Design usr_multimode_flat, sky130hd; sources not shown.
run_1/route_heat.png
12 x 12 tiles, from dark purple (low) to yellow (high), scaled to the fullest tile. Values are wire area over tile area, all layers added.
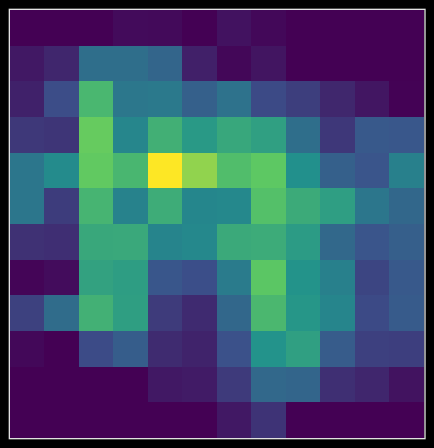
densest ninth of the die = center
fullest tile = 0.46
mean over tiles = 0.13
emptiest ninth of the die = north-east
nearly empty tiles = 21%
total global routing track utilization: 17.27%
WL/cell: 14.69 um

run_1/util_map.png
Bar = 20 um. 6 x 6 tiles, from dark purple (low) to yellow (high), 0 to 100% covered.
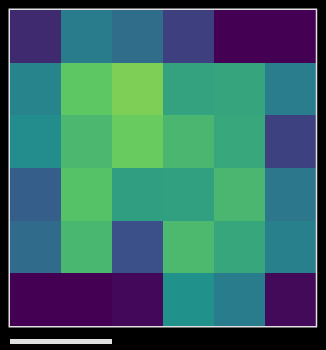
nearly empty tiles = 11%
tiles over 75% full = 5.6%
mean over tiles = 42%
Layout Utilization: 51.16%
area of the core region: 0.003179 sq mm

run_1/layers.png
Two of the layers only.
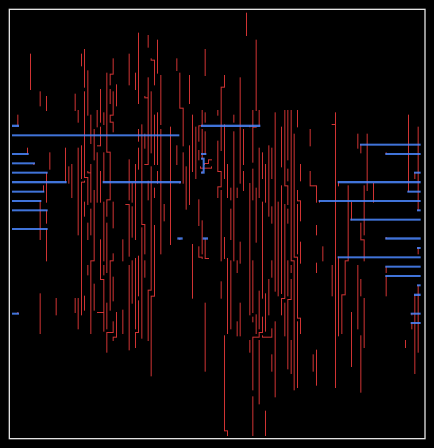
red -> M2  # wire length 1480 um
blue -> M3  # wire length 165 um
routed wire length: 3.040 mm
vias: 1150

==> summary.txt, run 1 <==
The flow completed. Post-cts hold buffer count landed at 0. Area of the mapped netlist landed at about 0.0013 sq mm. Note that the worst hold path type here is reg -> reg.

Setup repair after global routing left no endpoint under its margin. Setup violation total in the final timing report landed at 0. Detailed placement ended at an HPWL of 2.311 mm. Per the CTS log, the buffer count on the longest clock path is 2. Setup slack on the critical path of the routed design comes to roughly 2000 ps. By instance count after routing, the leading logic cell type is sky130_fd_sc_hd__clkdlybuf4s50_1.

The internal power of the cells totals between 0.7 and 0.8 mW. The most critical hold endpoint after final layout shows a slack of 513.2 ps. Per the GRT congestion report, total overflow comes to 0. Total count of hold-check failures in the final report landed at 0. Met2 track demand over resource landed at a little under a third. The area growth from synthesis to layout is 23.46%. The register with the most flip-flops in the layout has 8 of them.

The commonest cells after synthesis are sky130_fd_sc_hd__dfrtp_1, sky130_fd_sc_hd__a21oi_1, sky130_fd_sc_hd__o21ai_0, sky130_fd_sc_hd__nand2_1, sky130_fd_sc_hd__o211ai_1. Share of the synthesized area in the top cell type landed at between 30% and 40%. STA classifies the critical path endpoint as a flop. For the pin with the worst max-slew slack, the measured transition is 861.7 ps. Post-CTS setup repair buffer count landed at 0. Setup clock skew after layout landed at around 7.2 ps. Sum of negative setup slack landed at 0 ps. Looking at the clock tree report, the root buffer type is sky130_fd_sc_hd__clkbuf_4. The count of nets left with antenna violations once routing finished came out at 0. Once the clock tree was built, the resizer swapped 0 gates to a different size. The placement summary gives the final routability congestion estimate as 0.8166.

The power report puts the leakage power at around 0.63 nW. Overall power consumption after layout is estimated at ~1.3 mW. Width of the chip landed at roughly 60 um. The number of antenna diodes in the final layout is 0. A synthesized cell averages 9.617 sq um. The worst setup path is launched from an input port.

Sequential group share of total power landed at a little under a third. Pin count of the biggest net entering global routing landed at 19. The switching portion of total power comes to around 45%.

Placed cell count landed at 203. Per the power-grid run, VDD falls by no more than approximately 0.32 mV. Met3 global-route usage landed at around 3.3%. Net switching power landed at 0.5835 mW. met2 is the most crowded layer. The worst hold path passes through 2 cells. Final routed DRC violation total landed at 0. Before CTS, the worst setup slack after placement is between 1500 and 2000 ps.

Sequential-to-total area share from yosys stat landed at roughly a third. After synthesis, the netlist uses roughly 43 different library cells. Data on the critical path is required at its endpoint by 4290 ps. Number of enable flip-flop cells landed at 0. Cell count listed in synth_stat.txt landed at about 140. Final max-slew violation count landed at 0. The report lists the number of standard-cell rows as 21. Wire length of the first global-routing pass landed at around 4.8 mm. According to the Yosys statistics, the synthesized design has a chip area of 0.001318 sq mm. The run finished with clean final reports. Max-cap violations in this run came to 0. First-pass detailed-route iteration total landed at 4.

Total sequential power landed at 0.392 mW. The power report attributes to the clock group a share of roughly 8.6%. The final report gives the standard cell area, fillers excluded, as roughly 0.0016 sq mm.

Via count of the first global-routing pass landed at 1041. Summing all multi-input logic gate instances after layout gives roughly 750 sq um. The detailed router used layers up to and including met4. Clock transition at the registers of the reported paths landed at 100 ps. In the per-layer summary, the met1 wirelength comes to 1.371 mm.

Post-place instance area landed at 0.001590 sq mm. The clock net in this run drives a total of 18 sinks. The layout report lists the combined flip-flop and latch area as between 400 and 500 sq um. The report lists the power per cell area as about 800 mW/mm^2. The main area contributors are sky130_fd_sc_hd__dfrtp_1, sky130_fd_sc_hd__mux2_4, sky130_fd_sc_hd__a21oi_1. The routed design could run at a clock period as short as between 2000 and 2500 ps. STA puts the critical path data arrival time at between 2000 and 2500 ps. For this block, the initial DRC count from the detailed router was 33. Peak clock frequency supported by timing landed at roughly 470 MHz. Pin placement for this block handled 32 I/O pins. The stage logs contain a warning count of 26.

Routing resource usage on met1 recorded by global route was approximately a fifth. According to the floorplan report, the die height is approximately 62 um. The chip occupies approximately 0.0037 sq mm.

Wire length on met2 landed at 1.476 mm. Yosys synthesis warning count landed at 0. Summed over all nets, wire length on met3 after detailed routing comes to 164 um. Number of storage elements in the synthesis netlist landed at 18.
run 1: logic make-up (layout without fill, tap and decap cells):
group	after synthesis	count (layout)	synth area share [%]
mux	9	9	9.686
compound gates	53	53	26.12
fa+ha+maj	3	3	2.849
buf+inv	17	41	8.926
flops	18	18	34.19
simple gates	37	37	18.23
run 1: layout make-up:
cell class / instances / area share (%)
Sequential cell: 18 / 27.69
Timing Repair Buffer: 31 / 19.08
Tap cell: 46 / 3.538
Clock buffer: 4 / 2.231
Inverter: 6 / 1.385
Multi-Input combinational cell: 102 / 46.08
run 1: critical path: stages:
cell,delay (ps)
sky130_fd_sc_hd__clkdlybuf4s50_1,660
sky130_fd_sc_hd__nand2b_4,110
sky130_fd_sc_hd__a21oi_4,150
sky130_fd_sc_hd__o21a_1,440
sky130_fd_sc_hd__mux2_4,340
==> run 1 -> run 2 <==
==> constraint.sdc (replaced) <==
create_clock -name clk -period 2.1 [get_ports clk]
set_input_delay 0.315 -clock clk [delete_from_list [all_inputs] [get_ports clk]]
set_output_delay 0.315 -clock clk [all_outputs]
set_load 0.02 [all_outputs]
run_2/route_heat.png
12 x 12 tiles, from dark purple (low) to yellow (high), scaled to the fullest tile. Values are wire area over tile area, all layers added.
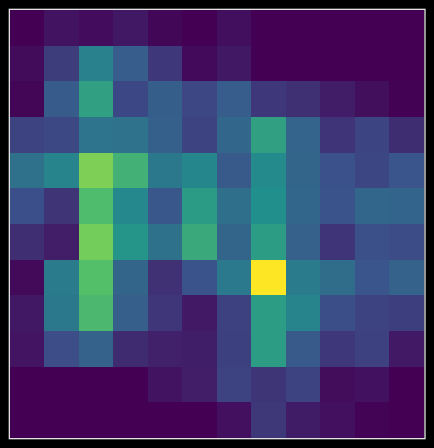
fullest tile = 0.60
mean over tiles = 0.14
nearly empty tiles = 19%
tiles over half the peak = 10%
routed wire length: 3.101 mm
WL/cell: 14.63 um
total global routing track utilization: 18.38%
vias: 1202

run_2/layers.png
Two of the layers only.
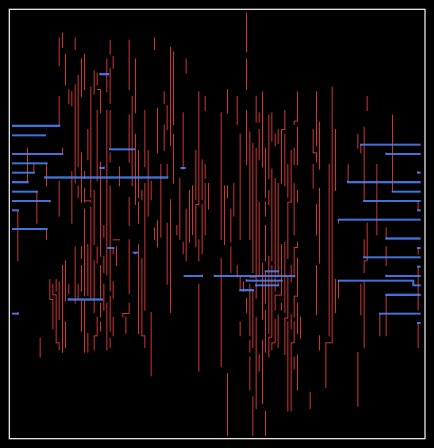
red -> M2  # wire length 1540 um
blue -> M3  # wire length 187 um

==> run 2 against run 1 <==
Clock power grew 58%; non-clock buffer count grew 6; core utilization grew 1.4 points; wire length grew 2.0%; cell count grew 2.4%; hold slack lost 170 ps; via count grew 4.5%; combinational power grew 110%; register-to-register slack lost 1800 ps; sequential share of layout area shrank 0.73 points.
==> summary.txt, run 2 <==
The flow completed. Sum of overflow across all layers after global routing landed at 0. The highest layer touched by signal routing is met4. Relative area of clock buffers and inverters in the final design landed at 1.348%. The critical path's slowest stage uses the library cell sky130_fd_sc_hd__dfrtp_1.

Setup violations remaining at the end of the flow were counted as 0. The Yosys step of the flow raised 0 warnings. Maximum single-stage delay on the critical path landed at around 500 ps. Nets still carrying antenna violations after routing amount to 0. Counting only logic cells after layout, the most numerous master is sky130_fd_sc_hd__clkdlybuf4s50_1. Placer congestion estimate landed at 0.8235. Fraction of met1 tracks used by global routing landed at between 20% and 30%.

Number of ordinary inverters in the final layout landed at 6. Looking at the post-CTS report, the setup buffer insertion count equals 0. Number of storage elements in the synthesis netlist landed at 18.

Non-clock buffer count in the final layout landed at 37. Of the combinational cells, the family taking the most area is AND-OR/OR-AND gates. The floorplan has 21 rows.

The STA report counts the stages on the worst setup path as 5. Async set-reset flop share out of synthesis landed at 100.0%. The floorplan step set the die width to 60 um. Number of sinks handled by clock tree synthesis landed at 18. Non-clock buffering takes up approximately 22% of total cell area after layout. Total count of hold-check failures in the final report landed at 0. Worst hold margin landed at between 300 and 400 ps. Sum of net half-perimeters after detailed placement landed at about 2.4 mm.

Number of flip-flops in the largest register landed at 8. Per the layout area report, the combinational fraction of cell area is around 45%. Among all cell classes, the greatest summed area belongs to multi-input combinational cells. STA classifies the critical path endpoint as a flop. For this design the static power due to leakage is ~0.66 nW. The clock buffers instantiated in the layout total 3.

For reference, XOR and XNOR gates occupy 0% of the area reported after synthesis. For this block, the initial DRC count from the detailed router was 16. The floorplan report gives the top-level pin count as 32. Area of the mapped netlist landed at 0.001318 sq mm. In this run the maximum-capacitance check reported violations numbering 0. The global routing stage identified its most utilized layer as met2. In the final routing, the length of wire on met1 measures about 1.3 mm.

In the final report, the number of pins over their slew limit comes to 0. Buffers plus inverters on the worst setup path landed at 1. Per STA, the worst path is made up of ha_1 -> buf_4 -> o21ai_0 -> a31oi_1 -> mux2_4. The clock passes through at most 2 buffers. Number of OpenROAD warnings landed at 26.

After layout, the worst setup slack is approximately 360 ps. Setup repair after global routing left no endpoint under its margin. For this run, global-route usage on met3 was measured as ~3.9%. First-pass detailed-route iteration total landed at 4. CTS placed an instance of sky130_fd_sc_hd__clkbuf_4 at the clock tree root. The run finished with clean final reports.

Cell resize tally after clock tree synthesis landed at 0. Number of multi-input logic gates landed at around 100. Post-placement setup slack landed at 131.3 ps. According to the floorplan report, the die height is 62 um.

Per the synthesis report, the adder-cell share of the synthesized area is about 2.8%. Register area landed at 450.4 sq um. The worst setup path is launched from a flop.

After clock tree synthesis, the clock-pin slew on the worst setup and hold paths is 110 ps. Mux share of post-synthesis cell area landed at under 10%. Final critical delay including setup and external delays landed at roughly 1700 ps. Tap cell count landed at about 46. For this run, global-route usage on met2 was measured as about 34%. For reference, compound AND-OR and OR-AND cells occupy between 20% and 30% of the area reported after synthesis. Entering global routing, the biggest net connects 19 pins.

The synthesized netlist was found by Yosys to have between 100 and 150 cells. Post-cts hold buffer count landed at 0. For this run, design rule violations remaining after detail routing come to 0. Wire length of the first global-routing pass landed at around 5.2 mm. The routed design uses 1.538 mm of met2 wire. In this run the VDD rail shows a maximum IR drop of between 0.5 and 0.6 mV. Via count of the first global-routing pass landed at 1225. Of the post-synthesis cell area, the dominant cell type holds 34.19%. Peak clock frequency supported by timing landed at approximately 570 MHz. Placed cell count landed at between 200 and 250. Flop share of the area landed at 26.97%.

In the synthesized netlist, the cells that appear most often are sky130_fd_sc_hd__dfrtp_1, sky130_fd_sc_hd__a21oi_1, sky130_fd_sc_hd__o21ai_0, sky130_fd_sc_hd__nand2_1, sky130_fd_sc_hd__o211ai_1. For the pin with the worst max-slew slack, the measured transition is between 500 and 600 ps. Per Yosys stat, the portion of area used by sequential elements is approximately a third. Summing all multi-input logic gate instances after layout gives 749.5 sq um. Yosys mapped a number of flops with a built-in enable equal to 0.

In the final timing run, aggregate negative setup slack is 0 ps. On the critical path the largest part of the delay comes from flip-flops. Summed standard-cell area reported by yosys landed at between 0.001 and 0.0015 sq mm. The main area contributors are sky130_fd_sc_hd__dfrtp_1, sky130_fd_sc_hd__mux2_4, sky130_fd_sc_hd__a21oi_1.

Per the post-synthesis stats, the area per cell is a little under 10 sq um. The routed design uses between 150 and 200 um of met3 wire.
run_2/clock_nets.png
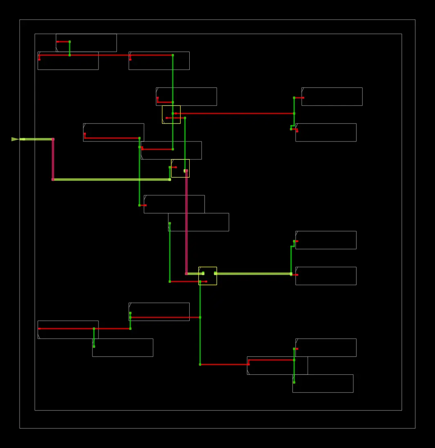
final clock skew: 0.6525 ps
clock network power consumption: 0.179 mW
sequential cells: 18
insertion delay to the later sink of the worst-skew pair: 290 ps

[run 2: cell types whose count changed in the layout (fill, tap and decap cells not counted)]
cell / previous run / this run
sky130_fd_sc_hd__buf_4: 0 / 5
sky130_fd_sc_hd__buf_12: 0 / 1
sky130_fd_sc_hd__clkbuf_8: 1 / 0
[run 2: power by group]
group	total [mW]	switching, mW	internal, mW
clock	0.179	0.112	0.0668
combinational	1.68	0.818	0.863
sequential	0.745	0.228	0.516
total	2.60	1.16	1.45
[run 2: per-stage QoR]
step	utilization [%]	area [sq um]	total power, mW
6_report	52.54	1670	2.605
5_1_grt	52.54	1670	2.819
4_1_cts	52.54	1670	2.612
3_5_place_dp	51.83	1648	2.434
3_3_place_gp	51.83	1648	2.385
2_1_floorplan	-	1222	1.828
No activity file was given, so power comes from the tool's default toggle rates.
